<file path="config.mk">
export PLATFORM = sky130hd
export DESIGN_NAME = regfile_wr_arbiter
export DESIGN_NICKNAME = d
export VERILOG_FILES = /design/src/rtl/regfile_wr_arbiter.sv
export SDC_FILE = /design/constraint.sdc
export NUM_CORES = 1
export LEC_CHECK = 0
export ABC_AREA = 1
export CORE_UTILIZATION = 25
export CTS_CLUSTER_DIAMETER = 120
export DETAILED_ROUTE_END_ITERATION = 8
export PLACE_DENSITY = 0.67
export SLEW_MARGIN = 20
export SYNTH_ARGS = -nofsm -noshare
export SYNTH_HDL_FRONTEND = slang
export SYNTH_SLANG_ARGS = --single-unit
</file>
<file path="constraint.sdc">
create_clock -name clk -period 2 [get_ports clk]
set_input_delay 0.6 -clock clk [delete_from_list [all_inputs] [get_ports clk]]
set_output_delay 0.6 -clock clk [all_outputs]
set_load 0.02 [all_outputs]
</file>
<file path="src/rtl/regfile_wr_arbiter.sv">
// ---------------------------------------------------------------------------
// regfile_wr_arbiter
//
// Purpose:
//   Shares the single synchronous write port of the register file among
//   NUM_REQ requesters. After reset the whole file is swept once, writing
//   zero to every entry. Write requests are then granted round-robin over a
//   valid/ready handshake. The register file write port is driven from
//   registered outputs, so an accepted request reaches the file one cycle
//   after its handshake.
//
// Ports:
//   clk          in   1            single clock, all logic on posedge
//   rst          in   1            synchronous reset, active-low (0 = reset)
//   req_valid    in   NUM_REQ      per-requester write request
//   req_addr     in   NUM_REQ*AW   packed, slice i = [i*AW +: AW]
//   req_data     in   NUM_REQ*DW   packed, slice i = [i*DW +: DW]
//   req_ready    out  NUM_REQ      one-hot-or-zero grant (combinational)
//   init_busy    out  1            high while the zero-sweep is running
//   rf_wr_enable out  1            register file write enable (registered)
//   rf_wr_addr   out  AW           register file write address (registered)
//   rf_wr_data   out  DW           register file write data (registered)
// ---------------------------------------------------------------------------
module regfile_wr_arbiter #(
  parameter int NUM_REQ          = 2,
  parameter int NUM_OF_SETS      = 32,
  parameter int DATA_BUS_WIDTH   = 32,
  parameter int ZERO_REG_PROTECT = 1
) (
  input  logic                                     clk,
  input  logic                                     rst,
  input  logic [NUM_REQ-1:0]                       req_valid,
  input  logic [NUM_REQ*$clog2(NUM_OF_SETS)-1:0]   req_addr,
  input  logic [NUM_REQ*DATA_BUS_WIDTH-1:0]        req_data,
  output logic [NUM_REQ-1:0]                       req_ready,
  output logic                                     init_busy,
  output logic                                     rf_wr_enable,
  output logic [$clog2(NUM_OF_SETS)-1:0]           rf_wr_addr,
  output logic [DATA_BUS_WIDTH-1:0]                rf_wr_data
);

  localparam int AW = $clog2(NUM_OF_SETS);
  localparam int DW = DATA_BUS_WIDTH;
  localparam int GW = $clog2(NUM_REQ);

  localparam logic [AW-1:0] LAST_SET  = AW'(NUM_OF_SETS - 1);
  localparam logic [GW-1:0] LAST_REQ  = GW'(NUM_REQ - 1);
  localparam bit            PROTECT_0 = (ZERO_REG_PROTECT != 0);

  typedef enum logic {
    ST_INIT = 1'b0,
    ST_ARB  = 1'b1
  } state_t;

  // -------------------------------------------------------------------------
  // State
  // -------------------------------------------------------------------------
  state_t          state_reg,      state_next;
  logic [AW-1:0]   sweep_cnt_reg,  sweep_cnt_next;
  logic [GW-1:0]   last_grant_reg, last_grant_next;
  logic            wr_enable_reg,  wr_enable_next;
  logic [AW-1:0]   wr_addr_reg,    wr_addr_next;
  logic [DW-1:0]   wr_data_reg,    wr_data_next;

  // -------------------------------------------------------------------------
  // Unpack the requester buses into per-requester arrays
  // -------------------------------------------------------------------------
  logic [AW-1:0] addr_arr [NUM_REQ];
  logic [DW-1:0] data_arr [NUM_REQ];

  generate
    for (genvar gi = 0; gi < NUM_REQ; gi++) begin : g_unpack
      assign addr_arr[gi] = req_addr[gi*AW +: AW];
      assign data_arr[gi] = req_data[gi*DW +: DW];
    end
  endgenerate

  // -------------------------------------------------------------------------
  // Round-robin winner search: starts one past the last granted requester
  // and wraps, so the most recently served requester has lowest priority.
  // -------------------------------------------------------------------------
  logic          grant_found;
  logic [GW-1:0] grant_idx;
  logic [GW-1:0] probe_idx;
  int            probe_pos;

  always_comb begin
    grant_found = 1'b0;
    grant_idx   = '0;
    probe_idx   = '0;
    probe_pos   = 0;
    for (int k = 1; k <= NUM_REQ; k++) begin
      probe_pos = (int'(last_grant_reg) + k) % NUM_REQ;
      probe_idx = GW'(probe_pos);
      if (!grant_found && req_valid[probe_idx]) begin
        grant_found = 1'b1;
        grant_idx   = probe_idx;
      end
    end
  end

  // A grant is only offered once the sweep is over; ready implies valid, so
  // a raised ready bit is itself the transfer.
  logic grant_active;
  assign grant_active = (state_reg == ST_ARB) && grant_found;

  generate
    for (genvar gi = 0; gi < NUM_REQ; gi++) begin : g_ready
      assign req_ready[gi] = grant_active && (grant_idx == GW'(gi));
    end
  endgenerate

  // -------------------------------------------------------------------------
  // Next-state and output-register logic
  // -------------------------------------------------------------------------
  logic [AW-1:0] win_addr;
  logic [DW-1:0] win_data;

  assign win_addr = addr_arr[grant_idx];
  assign win_data = data_arr[grant_idx];

  always_comb begin
    state_next      = state_reg;
    sweep_cnt_next  = sweep_cnt_reg;
    last_grant_next = last_grant_reg;
    wr_enable_next  = 1'b0;
    wr_addr_next    = wr_addr_reg;
    wr_data_next    = wr_data_reg;

    unique case (state_reg)
      ST_INIT: begin
        // Address 0 is written too: the sweep must clear it regardless of
        // whether later writes to it are dropped.
        wr_enable_next = 1'b1;
        wr_addr_next   = sweep_cnt_reg;
        wr_data_next   = '0;
        if (sweep_cnt_reg == LAST_SET) begin
          state_next = ST_ARB;
        end else begin
          sweep_cnt_next = sweep_cnt_reg + AW'(1);
        end
      end

      ST_ARB: begin
        if (grant_active) begin
          // A write to address 0 still completes its handshake and still
          // rotates priority; only the enable is suppressed.
          wr_addr_next    = win_addr;
          wr_data_next    = win_data;
          last_grant_next = grant_idx;
          wr_enable_next  = !(PROTECT_0 && (win_addr == '0));
        end
      end

      default: begin
        state_next = ST_INIT;
      end
    endcase
  end

  always_ff @(posedge clk) begin
    if (!rst) begin
      state_reg      <= ST_INIT;
      sweep_cnt_reg  <= '0;
      last_grant_reg <= LAST_REQ;
      wr_enable_reg  <= 1'b0;
      wr_addr_reg    <= '0;
      wr_data_reg    <= '0;
    end else begin
      state_reg      <= state_next;
      sweep_cnt_reg  <= sweep_cnt_next;
      last_grant_reg <= last_grant_next;
      wr_enable_reg  <= wr_enable_next;
      wr_addr_reg    <= wr_addr_next;
      wr_data_reg    <= wr_data_next;
    end
  end

  assign init_busy    = (state_reg == ST_INIT);
  assign rf_wr_enable = wr_enable_reg;
  assign rf_wr_addr   = wr_addr_reg;
  assign rf_wr_data   = wr_data_reg;

endmodule

</file>
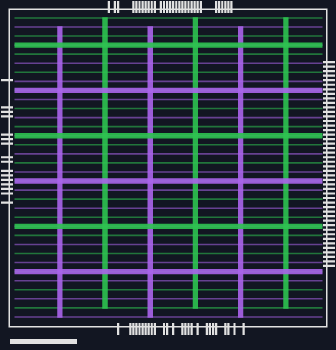
*Power grid, run 1*
Scale bar: 20 um. Pins as bars on the die edge.
- VDD: green
- VSS: purple
- met1 rails: 34
- met5 straps: 6
- met4 straps: 6
- rows: 33
- signal pins: 119

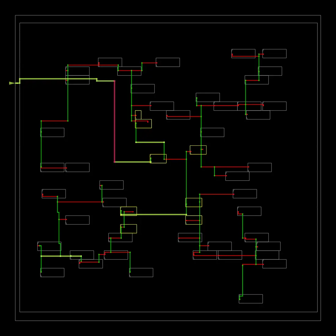
*Clock wiring as the flow saved it, run 1*
# clk buffers: 7
number of clock sinks: 45
clock buffers created by TritonCTS: 5
count of flip-flops and latches: 45
total clock network power: 611 uW

==> impl_metrics.yaml, run 1 <==
# generated from flow reports
sta:
  relSlewSlack_pct: 56.67
  hold_slack_ps: 464.3
  skew_ps: 7.320
  achievable-frequency_mhz: 518.1
logic_synthesis:
  post_synth_inst_count: 302
  synthMostInstantiatedCell: "sky130_fd_sc_hd__nand2_1"
  common_cells: "94 x sky130_fd_sc_hd__nand2_1, 45 x sky130_fd_sc_hd__dfxtp_1, 38 x sky130_fd_sc_hd__inv_1"
  synth_stat.cells: 302
  syn_avg_cell_area_um2: 7.138
  edf_count: 0
routing:
  postRouteAntennaNets: 0
critical_path:
  critPathMaxFanout: 2
  worst_ep_required_time_ps: 1400
  critPathCaptureType: "primary output"
  r2r_end: "rf_wr_data[31]$_SDFFE_PN0P_"
floorplanning:
  placement_rows: 33
  die_w_um: 94.86
  dieArea_um2: 8998
finish:
  largest_reg_flops: 32
  filler_cell_count: 835
hold_path:
  worstHoldPathCells: 2
  start_point_of_the_worst_hold_path: "rf_wr_data[12]$_SDFFE_PN0P_"
place:
  gpl.final_weighted_congestion: 0.7711
clock_network:
  clkTransAtPathRegs_ps: 80
  ctsRootBufferMaster: "sky130_fd_sc_hd__clkbuf_8"
power_and_ir_drop:
  p_leak_nw: 1.439
outcome:
  run_status: "complete, no violations"
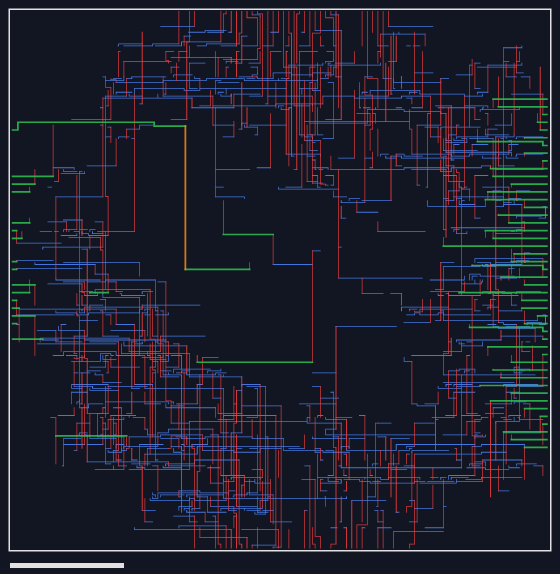
*Wiring by layer, run 1*
Scale bar: 20 um.
- met2: red (wire length 3010 um)
- met4: orange (wire length 25.2 um)
- met3: green (wire length 443 um)
- met1: blue (wire length 2830 um)

run 1: power by group:
part	internal (mW)	leakage [nW]	switching [mW]	total (mW)
Combinational	0.178	1.02	0.107	0.285
Sequential	0.905	0.364	0.00919	0.914
Clock	0.313	0.0542	0.298	0.611
Total	1.40	1.44	0.415	1.81
run 1: per-stage QoR:
stage               util [%]  area, um2  instances  setup WS, ps
global placement       41.52       3446        519        -645.3
finish                 42.89       3560        530         70.04
detailed placement     41.52       3446        519        -671.5
global route           42.89       3560        530         6.805
floorplan                  -       2156        302         8.788
CTS                    43.03       3571        531         36.49
run 1: critical path, delay by kind of cell:
family                 cells  cell delay [ps]
buffers and inverters      3              430
AND/OR/NAND/NOR            2              180
AND-OR/OR-AND              1              110
run 1: cell type report:
| type | instances | area share (%) |
|---|---|---|
| repair buffers | 135 | 36.41 |
| multi-input cells | 198 | 27.63 |
| flip-flops and latches | 45 | 25.31 |
| inverters | 39 | 4.112 |
| well taps | 105 | 3.691 |
| clock buffers | 7 | 2.707 |
| clock inverters | 1 | 0.1406 |
run 1: metal layers:
metal	part of all wire (%)	track usage, %
met1	45	15.51
met2	48	25.90
met3	7.0	3.462
met4	0.40	2.904
met5	0	0
run 1: cells by family (layout without fill, tap and decap cells):
kind of cell / Yosys count / in the layout / share of synthesized area [%]
xor gates and xnor gates: 1 / 1 / 0.4063
DFF: 45 / 45 / 41.79
AOI/OAI and AO/OA: 77 / 77 / 22.00
adders and majority gates: 2 / 2 / 1.161
and+or+nand+nor: 118 / 118 / 21.65
buffers and inverters: 59 / 182 / 13.00
run 1: timing repair:
| item | in CTS | in global routing |
|---|---|---|
| setup buffers | 4 | 0 |
| setup endpoints to repair | 6 | 13 |
| gates resized | 14 | 2 |
| pin swaps | 1 | 0 |
--- run 2 (diff from run 1) ---
--- a/config.mk
+++ b/config.mk
@@ -9,7 +9,7 @@
 export CORE_UTILIZATION = 25
 export CTS_CLUSTER_DIAMETER = 120
 export DETAILED_ROUTE_END_ITERATION = 8
-export PLACE_DENSITY = 0.67
+export PLACE_DENSITY = 0.69
 export SLEW_MARGIN = 20
 export SYNTH_ARGS = -nofsm -noshare
 export SYNTH_HDL_FRONTEND = slang
==> constraint.sdc (replaced) <==
create_clock -name clk -period 1.55 [get_ports clk]
set_input_delay 0.465 -clock clk [delete_from_list [all_inputs] [get_ports clk]]
set_output_delay 0.465 -clock clk [all_outputs]
set_load 0.02 [all_outputs]
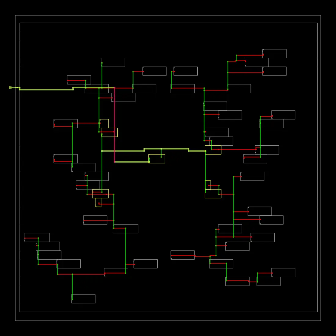
*Clock wiring as the flow saved it, run 2*
clk_skew: 5.138 ps
total clock network power: 707 uW
# clk buffers: 5
worst skew pair latency: 290 ps

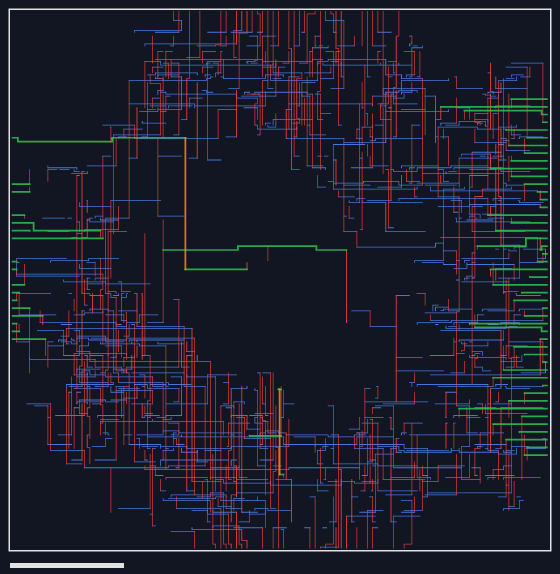
*Wiring by layer, run 2*
Scale bar: 20 um.
- met4: orange (wire length 38.1 um)
- met3: green (wire length 435 um)
- met2: red (wire length 3180 um)
- met1: blue (wire length 2840 um)

==> impl_metrics.yaml, run 2 <==
# generated from flow reports
critical_path:
  gate_family_responsible_for_the_most_delay_along_the_worst_path: "flip-flops"
  worst_ep_required_time_ps: 1080
  rrSetupSlack_ps: 130
  crit_buf_inv: 3
  r2r_end: "rf_wr_enable$_SDFF_PN0_"
  critPathCaptureType: "primary output"
  critical_path_depth: 5
clock_network:
  clkTransAtPathRegs_ps: 90
  ctsRootBufferMaster: "sky130_fd_sc_hd__clkbuf_8"
  number_of_clock_sinks: 45
  htree_levels: 2
  cts-buffers-inserted: 5
run:
  drv_cap: 0
  openroad_warnings: 29
sta:
  final_max_slew_viol_count: 0
  worst-slew-pin-transition_ps: 414.0
  hold_slack_ps: 462.3
  relSlewSlack_pct: 72.40
  achievable-frequency_mhz: 649.9
finish:
  largest_reg_flops: 32
  layoutNonFillerInstCount: 536
  filler_cell_count: 861
  post_route_cells_drive_above_1_share_pct: 11.14
floorplanning:
  pin_count: 119
  placement_rows: 33
  die_w_um: 94.86
  dieArea_um2: 8998
place:
  placed_cells_incl_taps: 522
  gpl.final_weighted_congestion: 0.8048
grt:
  grt_max_degree: 70
  global_route.overflow_total: 0
power_and_ir_drop:
  ir_worst_vdd_uv: 270.9
  p_leak_nw: 1.657
outcome:
  run_status: "complete, no violations"
logic_synthesis:
  syn_avg_cell_area_um2: 7.138
  synth_stat.cells: 302
  mapped_cell_area_um2: 2156
  yosys_warnings: 0
  ranking_of_synthesized_cells_by_area: "sky130_fd_sc_hd__dfxtp_1 42%, sky130_fd_sc_hd__nand2_1 16%, sky130_fd_sc_hd__o211ai_1 11%"
  post-synth-top-area-fraction_pct: 41.79
  edf_count: 0
  post_synth_inst_count: 302
  common_cells: "94 x sky130_fd_sc_hd__nand2_1, 45 x sky130_fd_sc_hd__dfxtp_1, 38 x sky130_fd_sc_hd__inv_1"
  synthMostInstantiatedCell: "sky130_fd_sc_hd__nand2_1"
routing:
  postRouteAntennaNets: 0
hold_path:
  start_point_of_the_worst_hold_path: "rf_wr_data[23]$_SDFFE_PN0P_"
  worstHoldPathCells: 2
[run 2: cell families after synthesis]
kind of cell	after synthesis	synth area share [%]
xor gates and xnor gates	1	0.4063
and+or+nand+nor	118	21.65
adders and majority gates	2	1.161
DFF	45	41.79
buffers and inverters	59	13.00
AOI/OAI and AO/OA	77	22.00
[run 2: per-stage QoR]
| step | cell area, um2 | setup slack (ps) | util [%] |
|---|---|---|---|
| after global placement | 3512 | -803.9 | 42.32 |
| after floorplan | 2162 | -58.64 | - |
| after global routing | 3617 | -42.68 | 43.59 |
| after detailed placement | 3512 | -884.4 | 42.32 |
| final | 3617 | 11.29 | 43.59 |
| after CTS | 3590 | -7.215 | 43.25 |
[run 2: final cells by class]
type | instances | area, um2 | area share, %
inverter | 39 | 146.4 | 4.047
multi-input combinational | 198 | 1002 | 27.71
clock inverter | 3 | 17.52 | 0.4843
clock buffer | 5 | 68.82 | 1.902
tap | 105 | 131.4 | 3.632
sequential | 45 | 903.4 | 24.97
timing repair buffer | 141 | 1348 | 37.25
[run 2: repair_timing]
item,CTS,global route
gates cloned,0,0
pin swaps,4,1
resized,69,5
setup buffers,4,2
setup endpoints to repair,79,13
[run 2: power breakdown]
group | leakage [nW] | switching (mW) | internal, mW | total [mW]
logic | 1.25 | 0.147 | 0.237 | 0.384
registers | 0.365 | 0.00966 | 1.17 | 1.18
clock network | 0.0439 | 0.396 | 0.312 | 0.707
total | 1.66 | 0.552 | 1.72 | 2.27
[run 2: tightest hold or removal path: cells and delay by family, from the launching register on]
family | cells | cell delay (ps)
flops | 1 | 310
simple gates | 1 | 50
compound gates | 1 | 50
[run 2: per-layer routing]
metal	GRT usage [%]	up-vias	wire, um
met3	3.543	4	434
met2	26.80	71	3177
li1	-	1236	-
met5	0	-	0
met1	17.59	1058	2836
met4	3.662	0	38
Power figures rest on the tool's default switching activity, not on a simulated workload.
